--- config.mk ---
export PLATFORM = sky130hd
export DESIGN_NAME = aap_fetch_unit
export DESIGN_NICKNAME = d
export VERILOG_FILES = /design/src/rtl/aap_fetch_unit.sv
export SDC_FILE = /design/constraint.sdc
export NUM_CORES = 1
export LEC_CHECK = 0
export ABC_AREA = 0
export CORE_ASPECT_RATIO = 1.1
export CORE_MARGIN = 10
export CORE_UTILIZATION = 50
export CTS_CLUSTER_DIAMETER = 200
export DETAILED_ROUTE_END_ITERATION = 10
export PLACE_DENSITY = 0.9
export SLEW_MARGIN = 5
export SYNTH_ARGS = -nofsm -noshare
export SYNTH_HDL_FRONTEND = slang
export SYNTH_SLANG_ARGS = --single-unit
--- constraint.sdc ---
create_clock -name CLOCK_50 -period 1.95 [get_ports CLOCK_50]
set_input_delay 0.2925 -clock CLOCK_50 [delete_from_list [all_inputs] [get_ports CLOCK_50]]
set_output_delay 0.2925 -clock CLOCK_50 [all_outputs]
set_load 0.005 [all_outputs]
--- src/rtl/aap_fetch_unit.sv ---
// aap_fetch_unit: instruction fetch stage feeding the 16-bit decoder.
// Holds the word-addressed PC and reads 16-bit words over a req/ack
// handshake. A first word with bit 15 set is a 32-bit instruction whose
// second word follows. Assembled instructions are presented on fetchoutput
// with a valid/ready handshake; branch redirects arrive from downstream.
//
// Ports:
//   CLOCK_50, reset    clock and synchronous active-high reset
//   halt               blocks new fetches; an in-flight fetch completes
//   imem_req/addr      memory read request and word address (held until ack)
//   imem_ack/rdata     single-cycle read acknowledge and data
//   branch_valid/target single-cycle redirect request and target address
//   fetchoutput        {second word or 0, first word}
//   fetch_is_long      presented instruction is 32-bit
//   fetch_pc           address of the first word of the presented instruction
//   fetch_valid/ready  decoder handshake; a branch cancels a same-cycle transfer
module aap_fetch_unit #(
  parameter int unsigned         PC_WIDTH = 24,
  parameter logic [PC_WIDTH-1:0] RESET_PC = '0
) (
  input  logic                CLOCK_50,
  input  logic                reset,
  input  logic                halt,
  output logic                imem_req,
  output logic [PC_WIDTH-1:0] imem_addr,
  input  logic                imem_ack,
  input  logic [15:0]         imem_rdata,
  input  logic                branch_valid,
  input  logic [PC_WIDTH-1:0] branch_target,
  output logic [31:0]         fetchoutput,
  output logic                fetch_is_long,
  output logic [PC_WIDTH-1:0] fetch_pc,
  output logic                fetch_valid,
  input  logic                fetch_ready
);

  localparam int unsigned WORD_W  = 16;
  localparam int unsigned INSTR_W = 32;

  typedef enum logic [1:0] {
    FETCH1 = 2'd0,
    FETCH2 = 2'd1,
    OUTPUT = 2'd2
  } state_e;

  state_e              state_q, state_d;
  logic [PC_WIDTH-1:0] pc_q, pc_d;
  logic [PC_WIDTH-1:0] target_q, target_d;
  logic                pend_q, pend_d;
  logic                busy_q, busy_d;
  logic                valid_q, valid_d;
  logic [INSTR_W-1:0]  instr_q, instr_d;
  logic                long_q, long_d;
  logic [PC_WIDTH-1:0] fpc_q, fpc_d;

  logic                req_c;
  logic                ack_c;
  logic                redirect_c;
  logic [PC_WIDTH-1:0] redirect_pc_c;
  logic [PC_WIDTH-1:0] pc_inc_c;

  // Request generation: FETCH1 starts a read only when not halted, but once a
  // read is outstanding (busy_q) it is held until ack regardless of halt.
  always_comb begin
    req_c = 1'b0;
    case (state_q)
      FETCH1:  req_c = busy_q | ~halt;
      FETCH2:  req_c = 1'b1;
      default: req_c = 1'b0;
    endcase
    req_c = req_c & ~reset;
  end

  // Acks seen without a request of ours (e.g. left over from before reset) are ignored.
  assign ack_c         = imem_ack & req_c;
  // A same-cycle branch is newer than any latched target.
  assign redirect_c    = pend_q | branch_valid;
  assign redirect_pc_c = branch_valid ? branch_target : target_q;
  assign pc_inc_c      = pc_q + PC_WIDTH'(1);

  // Next-state and datapath update.
  always_comb begin
    state_d  = state_q;
    pc_d     = pc_q;
    target_d = target_q;
    pend_d   = pend_q;
    busy_d   = busy_q;
    valid_d  = valid_q;
    instr_d  = instr_q;
    long_d   = long_q;
    fpc_d    = fpc_q;

    case (state_q)
      FETCH1, FETCH2: begin
        if (!req_c) begin
          // Halted with nothing outstanding: redirect takes effect at once.
          if (branch_valid) begin
            pc_d = branch_target;
          end
        end else if (!ack_c) begin
          // Waiting on memory: address must stay put, so remember the branch.
          busy_d = 1'b1;
          if (branch_valid) begin
            pend_d   = 1'b1;
            target_d = branch_target;
          end
        end else begin
          busy_d = 1'b0;
          pend_d = 1'b0;
          if (redirect_c) begin
            // Returned word belongs to the wrong path; drop it.
            pc_d    = redirect_pc_c;
            state_d = FETCH1;
          end else begin
            pc_d = pc_inc_c;
            if (state_q == FETCH1) begin
              instr_d = {WORD_W'(0), imem_rdata};
              long_d  = imem_rdata[WORD_W-1];
              fpc_d   = pc_q;
              if (imem_rdata[WORD_W-1]) begin
                state_d = FETCH2;
              end else begin
                state_d = OUTPUT;
                valid_d = 1'b1;
              end
            end else begin
              instr_d[INSTR_W-1:WORD_W] = imem_rdata;
              state_d = OUTPUT;
              valid_d = 1'b1;
            end
          end
        end
      end

      OUTPUT: begin
        // A branch cancels the presented instruction even if ready is high.
        if (branch_valid) begin
          valid_d = 1'b0;
          pc_d    = branch_target;
          state_d = FETCH1;
        end else if (fetch_ready) begin
          valid_d = 1'b0;
          state_d = FETCH1;
        end
      end

      default: begin
        state_d = FETCH1;
        valid_d = 1'b0;
      end
    endcase
  end

  // State registers with synchronous reset.
  always_ff @(posedge CLOCK_50) begin
    if (reset) begin
      state_q  <= FETCH1;
      pc_q     <= RESET_PC;
      target_q <= '0;
      pend_q   <= 1'b0;
      busy_q   <= 1'b0;
      valid_q  <= 1'b0;
      instr_q  <= '0;
      long_q   <= 1'b0;
      fpc_q    <= '0;
    end else begin
      state_q  <= state_d;
      pc_q     <= pc_d;
      target_q <= target_d;
      pend_q   <= pend_d;
      busy_q   <= busy_d;
      valid_q  <= valid_d;
      instr_q  <= instr_d;
      long_q   <= long_d;
      fpc_q    <= fpc_d;
    end
  end

  assign imem_req      = req_c;
  assign imem_addr     = pc_q;
  assign fetchoutput   = instr_q;
  assign fetch_is_long = long_q;
  assign fetch_pc      = fpc_q;
  assign fetch_valid   = valid_q;

endmodule

**Run 1: routing congestion map**

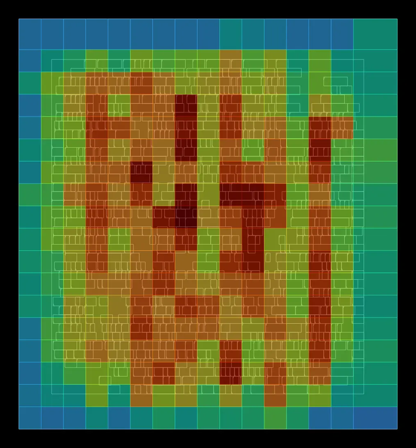
GRT busiest layer: met2
Final Util: 0.7406

**Run 1: routed metal, one color a layer**

Scale: 3 px per micron.
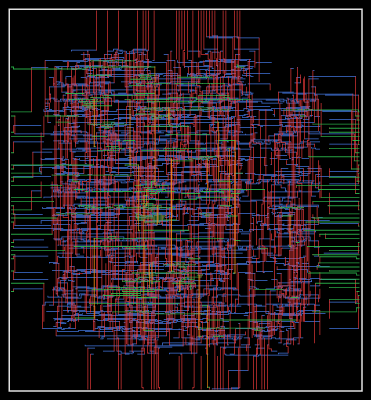
[met1] blue | wire length: 7610 microns
[met3] green | wire length: 1790 microns
[met2] red | wire length: 9220 microns
[met4] orange | wire length: 392 microns

**Run 1: clock network drawn from the DEF**

Scale: 2 px per micron.
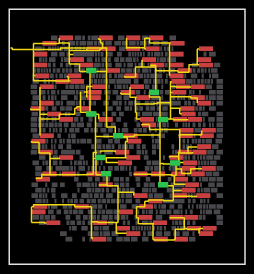
[cells driving clock nets] green | count: 9
[clock wires] yellow | length: 1220 microns
[flip-flops] red | count: 109
flops lie: spread over the die
routed clock nets: 10
later-pin clock latency in the skew report: 370 ps
P_clk: 1.66 mW
clock skew: 10.98 ps
Clk pwr share: 0.333

==> run_results.csv, run 1 <==
group,metric,value,unit
status,outcome,"finished, final reports clean",
critical_path,worst-path-max-fanout,4,
yosys,syn_area_per_cell,7.772,sq um
route,dr.first_iter.drc_count,721,
global_routing,overflow,0,
critical_path,crit_cells,6,
critical_path,crit_family,"AND-OR/OR-AND gates",
critical_path,timing.rr.end,"imem_addr[17]",
sta,clock.fmax,0.5305,GHz
yosys,netlist.area_leader.share,0.4210,
min_path,hold_class,"input pin to flop",
cts,numClockSinks,109,
yosys,synth_nets,714,
sta,slew_violations,0,
cts,ctsLongestPathBuffers,2,
floorplan,chipArea,14840,sq um
yosys,ys_area,5184,sq um
global_routing,grt_pass1_wl,29360,microns
critical_path,regToRegSetupSlack,60,ps
yosys,top_cell,"nand2_1",
power,p_total,5.002,mW
[run 1: per-layer routing]
metal	vias to the layer above	share of wire
li1	2705	-
met1	2670	0.40
met2	369	0.48
met3	47	0.094
met4	0	0.021
met5	-	0
[run 1: stage by stage]
step	std cells	cell area, sq um	setup slack [ps]	setup TNS, ps
floorplan	667	5184	230.6	0
global placement	957	7121	-296.2	-18020
detailed placement	957	7121	-293.3	-20250
CTS	974	7375	8.693	0
global route	975	7395	0.5103	0
finish	975	7395	64.89	0
[run 1: registers in the layout (all words and copies together), names as in the netlist]
| register | flops |
|---|---|
| pend_q | 1 |
| target_q | 24 |
| busy_q | 1 |
| fetch_pc | 24 |
| fetch_valid | 1 |
| imem_addr | 24 |
| fetchoutput | 31 |
| fetch_is_long | 1 |
| state_q | 2 |
**Run 1: the metal 4 layer**

Scale: 3 px per micron.
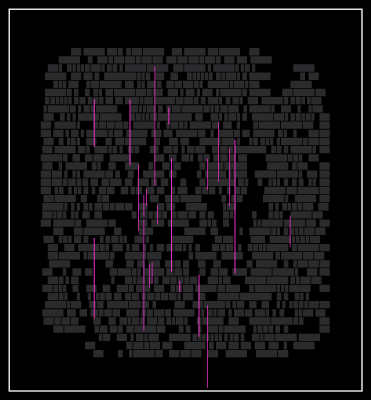

## Run 2: what changed since run 1
GPL_TIMING_DRIVEN = 0   (was default)
**Run 2: the metal 4 layer**

Scale: 3 px per micron.
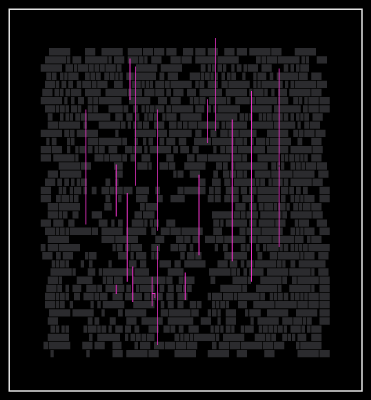
main direction: vertical
nets with wire on the layer: 16
via count: 5653
Post-Route WL: 19770 microns

**Run 2: routed metal, one color a layer**

Scale: 3 px per micron.
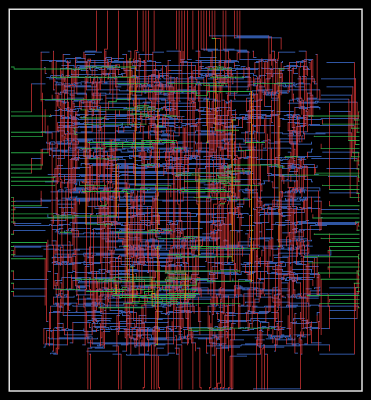
[met2] red | wire length: 9600 microns
[met4] orange | wire length: 485 microns
[met3] green | wire length: 1700 microns
[met1] blue | wire length: 7990 microns

**Run 2: a small window of the routed layout**

Region (78, 22) to (98, 42) microns. Cells in gray, sequential cells in the stronger gray; small squares are vias.
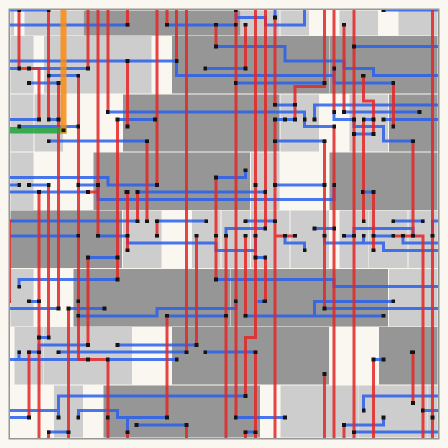
[met1] blue
[met4] orange
[met2] red
[met3] green
sequential cells in the window: 10
cells with their middle in the window: 31
most frequent: dfxtp_1 (10), nand2_1 (9), a21oi_1 (5)
netlist names of flops here include: fetchoutput (6), fetch_pc (4)

==> run 2 against run 1 <==
  * Routed wire length is 4.0% higher
  * Hold slack worse by 38 ps
  * Global-route usage is 0.28 points higher
  * Clock skew is 5.0 ps lower
  * Critical path depth stayed put
  * Largest cell class unchanged
  * Largest power group unchanged
==> run_results.csv, run 2 <==
group,metric,value,unit
yosys,synth_nets,714,
cts,ctsLongestPathBuffers,2,
yosys,top_cell,"nand2_1",
critical_path,worst-path-max-fanout,10,
final_layout,lay_top_count,"nand2_1",
global_routing,busiest_layer,"met2",
status,outcome,"finished, final reports clean",
final_layout,final_cell_area,7253,sq um
final_layout,largest_reg_flops,31,
place,placed_area,6595,sq um
global_routing,overflow,0,
power,powerClk,1.62,mW
sta,skew,5.941,ps
route,met3_length,1696,microns
critical_path,crit_cells,6,
place,dp_cells,913,
yosys,netlist.area_leader.share,0.4210,
yosys,syn_area,5184,sq um
critical_path,timing.rr.end,"imem_addr[17]",
route,wl_met2,9599,microns
floorplan,die_x,117.1,microns
power,power.density,672.1,nW/um^2
critical_path,regToRegSetupSlack,30,ps
global_routing,grt_pass1_wl,29070,microns
final_layout,utilization,0.7264,
sta,clock.fmax,0.5195,GHz
final_layout,fin_cells,943,
critical_path,crit_family,"AND-OR/OR-AND gates",
min_path,hold_class,"input pin to flop",
yosys,ys_area,5184,sq um
route,top_layer,"met4",
power,clkPwrFrac,0.331,
sta,slew_violations,0,
[run 2: cell count changes in the layout (fill, tap and decap cells not counted), sizes merged, moves of 2 or more]
cell,before,now
buf,101,45
clkbuf,9,38
clkdlybuf4s50,126,124
clkinv,2,0
[run 2: logic make-up (layout without fill, tap and decap cells)]
family | Yosys count | count (layout)
AND-OR/OR-AND | 184 | 184
buffers and inverters | 66 | 222
XOR/XNOR | 7 | 7
AND/OR/NAND/NOR | 287 | 287
multiplexers | 13 | 13
flip-flops | 109 | 109
adder cells (fa/ha/maj) | 1 | 1
[run 2: stage by stage]
stage          total power [mW]  setup slack, ps
2_1_floorplan             2.810            230.6
3_3_place_gp              3.211           -633.0
3_5_place_dp              3.224           -618.7
4_1_cts                   4.804           -155.5
5_1_grt                   5.042           -18.49
6_report                  4.875            25.08
## Run 3: what changed since run 2
ABC_AREA = default   (was 0)
**Run 3: the metal 4 layer**

Scale: 3 px per micron.
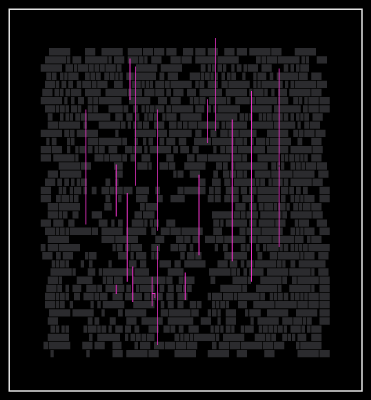
nets with wire on the layer: 16
share of all routed wire: 2.5%
main direction: vertical

**Run 3: routed metal, one color a layer**

Scale: 3 px per micron.
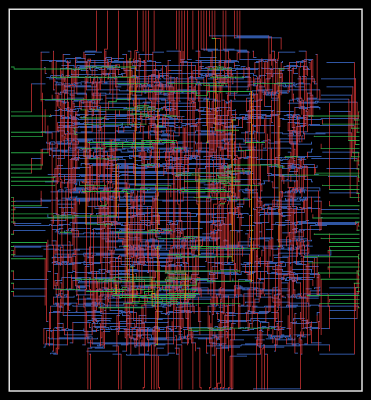
[met1] blue | wire length: 7990 microns
[met4] orange | wire length: 485 microns
[met2] red | wire length: 9600 microns
[met3] green | wire length: 1700 microns
DR WL/cell: 20.97 microns
GR Util All Layers: 0.2495

**Run 3: a small window of the routed layout**

Region (78, 22) to (98, 42) microns. Cells in gray, sequential cells in the stronger gray; small squares are vias.
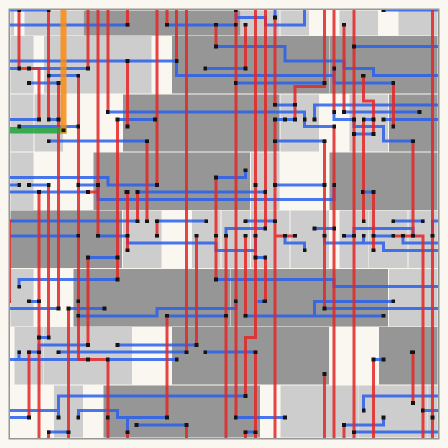
[met1] blue
[met2] red
[met3] green
[met4] orange
netlist names of flops here include: fetchoutput (6), fetch_pc (4)
cells with their middle in the window: 31
most frequent: dfxtp_1 (10), nand2_1 (9), a21oi_1 (5)
sequential cells in the window: 10

==> run 3 against run 2 <==
  * Power did not move
  * Largest cell class unchanged
  * Largest power group unchanged
  * Sequential share of layout area did not move
  * Cell count did not move
  * Clock skew did not move
  * Highest routed layer unchanged
  * Critical path depth did not move
  * Count of clock-buffer cells in the layout did not move
  * Die area did not move
  * Flip-flop count did not move
  * Cell area did not move
  * Routed wire length did not move
==> run_results.csv, run 3 <==
group,metric,value,unit
status,outcome,"finished, final reports clean",
yosys,synth.distinct_cells,69,
sta,clock.fmax,0.5195,GHz
place,pre_cts_ws,-618.7,ps
cts,numClockSinks,109,
power,power.density,672.1,nW/um^2
cts,worstSkewPairLatency,390,ps
yosys,syn_area_per_cell,7.772,sq um
sta,fin_ws,25.08,ps
route,top_layer,"met4",
power,clkPwrFrac,0.331,
yosys,top_cell,"nand2_1",
floorplan,die_x,117.1,microns
route,drt-total-wl,19770,microns
route,met3_length,1696,microns
global_routing,overflow,0,
min_path,hold_class,"input pin to flop",
place,dp_cells,913,
global_routing,grt_pass1_vias,5301,
global_routing,busiest_layer,"met2",
critical_path,crit_family,"AND-OR/OR-AND gates",
sta,slew_violations,0,
yosys,netlist.area_leader.share,0.4210,
final_layout,comb_share,0.3955,
yosys,syn_area,5184,sq um
yosys,synth_nets,714,
power,powerClk,1.62,mW
final_layout,fin_cells,943,
yosys,edf_count,0,
critical_path,endpoint_kind,"flop",
floorplan,chipArea,14840,sq um
critical_path,regToRegSetupSlack,30,ps
cts,cts_tree,"yes",
route,num_vias,5653,
final_layout,comb_area,2869,sq um
final_layout,lay_top_count,"nand2_1",
route,dr.first_iter.drc_count,589,
final_layout,synthToLayoutAreaGrowth,39.92,%
final_layout,largest_reg_flops,31,
yosys,ys_seq_share,0.4210,
critical_path,crit_cells,6,
floorplan,nWellTaps,120,
cts,ctsLongestPathBuffers,2,
route,wl_met2,9599,microns
yosys,adder_share,0.002414,
sta,skew,5.941,ps
run 3: cell counts in the layout (fill, tap and decap cells not counted):
No cell type changed its count.
run 3: through the flow:
stage | setup TNS, ps | cell area, sq um | hold slack, ps | utilization | power (mW)
global route | -18.49 | 7253 | 430.0 | 0.7264 | 5.042
detailed placement | -38970 | 6595 | 445.0 | 0.6605 | 3.224
finish | 0 | 7253 | 395.1 | 0.7264 | 4.875
floorplan | 0 | 5184 | 428.5 | - | 2.810
global placement | -35690 | 6595 | 439.1 | 0.6605 | 3.211
CTS | -266.3 | 6965 | 420.3 | 0.6976 | 4.804
run 3: path summary, 6_finish.rpt:
kind           startpoint            end
max reg2reg    state_q[1]  imem_addr[17]
min reg2reg  fetch_pc[23]   fetch_pc[23]
min          branch_valid         pend_q
max            state_q[1]  imem_addr[17]
Power figures rest on the tool's default switching activity, not on a simulated workload.
